==> config.mk <==
export PLATFORM = sky130hd
export DESIGN_NAME = fpu_forward_tracker
export DESIGN_NICKNAME = d
export VERILOG_FILES = /design/src/rtl/fpu_fwd_pkg.sv /design/src/rtl/fpu_fwd_match.sv /design/src/rtl/fpu_forward_tracker.sv
export SDC_FILE = /design/constraint.sdc
export NUM_CORES = 1
export LEC_CHECK = 0
export CAP_MARGIN = 20
export CORE_AREA = 2 2 81 83
export DETAILED_ROUTE_END_ITERATION = 16
export DIE_AREA = 0 0 83 85
export PLACE_DENSITY_LB_ADDON = 0.05
export SLEW_MARGIN = 0
export SYNTH_ARGS = -nofsm -noshare
export SYNTH_HDL_FRONTEND = slang
export SYNTH_SLANG_ARGS = --single-unit
==> constraint.sdc <==
create_clock -name clk -period 7.7 [get_ports clk]
set_clock_uncertainty 0.05 [all_clocks]
set_input_delay 1.54 -clock clk [delete_from_list [all_inputs] [get_ports clk]]
set_output_delay 1.54 -clock clk [all_outputs]
set_load 0.01 [all_outputs]
met1.png
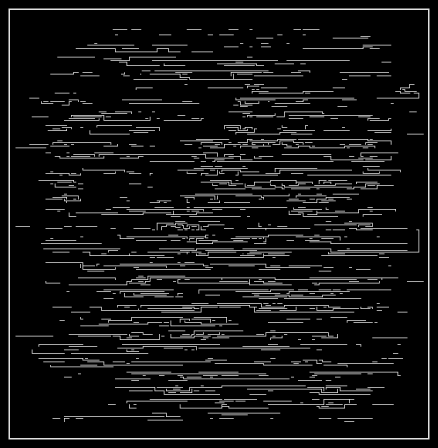
The layer carries 3520 um of wire. The layer holds 44% of the routed length. The longest straight run is 26.7 um. The wires run mostly horizontal.
met1 usage in global routing: 32.9%
overall via count from detail_route: 2445
Post-Route WL: 8100 um

met2.png
Bar = 20 um.
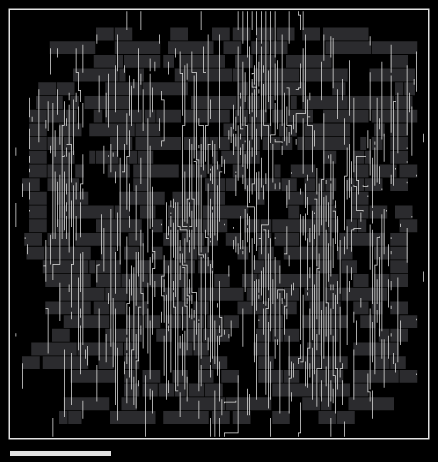
The longest straight run is 32.0 um. 341 nets have wire on it. The wires run mostly vertical. The layer holds 48% of the routed length. The layer carries 3900 um of wire.
Global Route met2 Usage: 40.1%

met3.png
Bar = 20 um.
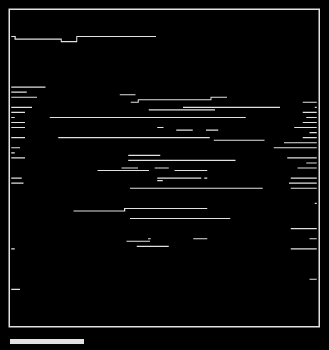
55 nets have wire on it. The layer holds 7.1% of the routed length.
met3 layer usage reported by global route: 4.67%

met4.png
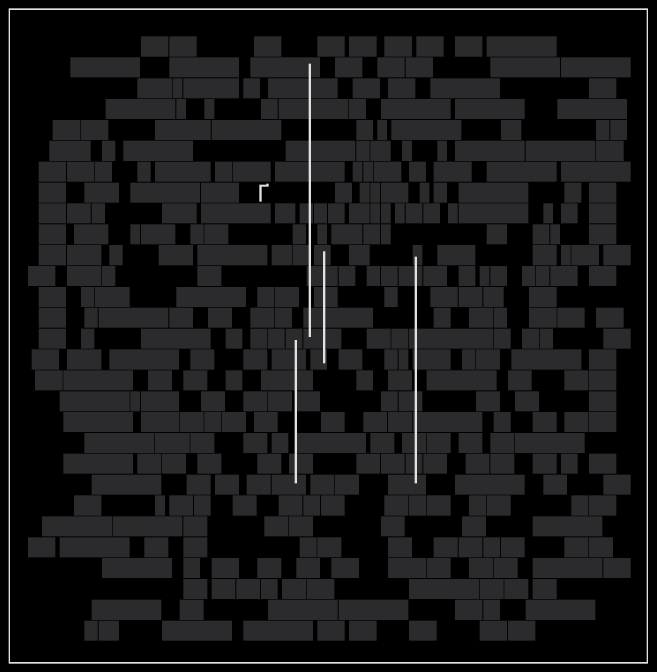
The layer holds 1.2% of the routed length. The longest straight run is 35.4 um. 4 nets have wire on it. The wires run mostly vertical. The layer carries 100 um of wire.

==> run summary <==
Results of the flow run.

The run finished with clean final reports. The repair_antennas step left the layout with diodes totalling 0. Per the TritonCTS log, the buffer count is 9.

After global routing the overflow that remains totals 0. The critical path's slowest stage uses the library cell clkdlybuf4s50_1. Excluding fillers, the count of instances in the completed layout stands at 435.

The STA report counts the stages on the worst setup path as 9. According to the cell report, flip-flops and latches in the layout number 57. Measured on the final layout, the clock distribution area share stands at 4.67%. Across all setup checks in the final design, the least slack found is 1.39 ns. The number of clock sinks came to 57. The post-cts resize count stands at 0. The count of pins over their slew limit stands at 0.

In the final layout, flip-flops and latches take up 35.3% of the cell area. The number of maximum-capacitance violations recorded for the run is 0. Overall power consumption after layout is estimated at 0.000663 W. The share of the synthesized area in the top cell type stands at 42.8%. The number of buffers inserted by post-CTS setup repair stands at 0. During tapcell insertion the tool placed 77 well taps. In the final design, more cell area goes to combinational gates than to any other class. The final total negative setup slack stands at 0 ns. The sequential area share after synthesis stands at 42.8%. The HPWL reported at the end of detailed placement stands at 6320 um.

Power spread over the standard cell area amounts to 164 mW/mm^2. The number of stages on the worst hold path stands at 0. The skew report gives the latency at the later pin of the worst-skew pair as 0.33 ns.

For this run, combinational gates with multiple inputs come to 215. The placer congestion estimate stands at 0.881. The combinational fraction of the cell area stands at 41.5%. The commonest cells after synthesis are 57 x dfrtp_1, 56 x xor2_1, 34 x xnor2_1, 19 x nand4_1, 16 x nor4_1. Timing would allow up to 159 MHz. STA classifies the critical path startpoint as a primary input. Cells fill 65.2% of the core in the end. The count of yosys warnings during synthesis stands at 0. The number of nets with antenna violations after detailed routing stands at 0. The post-cts hold-fix buffer tally stands at 0. The register-to-register setup slack stands at 3.47 ns. The wire length of the first global-routing pass stands at 13300 um. The root buffer cell chosen for the clock tree is clkbuf_8. The signed area change from the synthesized netlist to the final layout stands at 21.5%. The final layout report lists a non-clock buffer count of 64.

The number of placement rows stands at 29. The analysis attributes to cell leakage a power of 1.83 nW. The total die size stands at 0.00706 mm^2. The count of clock-net buffers in the final layout stands at 13. The final cycle utilization of the critical path stands at 81.9%. Registers take 0.00143 mm^2.

The all-layer global routing usage stands at 24.4%. The number of cells after detailed placement stands at 419. In the layout the commonest cells are 61 x clkdlybuf4s50_1, 57 x dfrtp_1, 56 x xor2_1.

The commonest register cell is dfrtp_1. The number of warnings reported in the stage logs is 26. The starting density of the core stands at 53.7%. The layout summary lists the proportion of cells stronger than drive strength 1 as 8.94%. Summed over all instances, the cell type with the most area after synthesis is dfrtp_1. The flip-flop count of the largest register after layout stands at 25. The worst setup path is captured at an output pin. Once iteration 0 of detailed routing completed, the report listed 178 DRC markers. The H-tree depth stands at 3. The via count of the first global-routing pass came to 2559. The critical path data arrival time stands at 4.72 ns. The maximum net fanout on the critical path stands at 11. The synthesized netlist was found by Yosys to have 306 cells. The average wire length per cell after detail routing stands at 18.6 um. The proportion of synthesized flip-flops having asynchronous set or reset stands at 100%. The worst relative slew slack stands at 52.0%.

On the critical path the largest part of the delay comes from simple AND/OR/NAND/NOR gates.
-- cells by family (layout without fill, tap and decap cells) --
group,Yosys count,after routing,synth area share (%)
buf+inv,34,86,6.69
fa+ha+maj,4,4,2.18
compound gates,12,12,2.48
xor+xnor,90,90,23.7
simple gates,109,109,22.1
flops,57,57,42.8
-- layer usage --
| layer | share of wire (%) | track usage (%) | vias up |
|---|---|---|---|
| met5 | 0 | 0 | - |
| met4 | 1.2 | 7.90 | 0 |
| met3 | 7.1 | 4.67 | 13 |
| met2 | 48 | 40.1 | 85 |
| met1 | 44 | 32.9 | 1196 |
| li1 | - | - | 1151 |
-- power by group --
group | switching [W] | total, W | internal, W
clock network | 0.000112 | 0.000269 | 0.000158
registers | 0.00000923 | 0.000316 | 0.000307
logic | 0.0000401 | 0.0000776 | 0.0000374
Power is estimated from default activity; no workload was simulated.
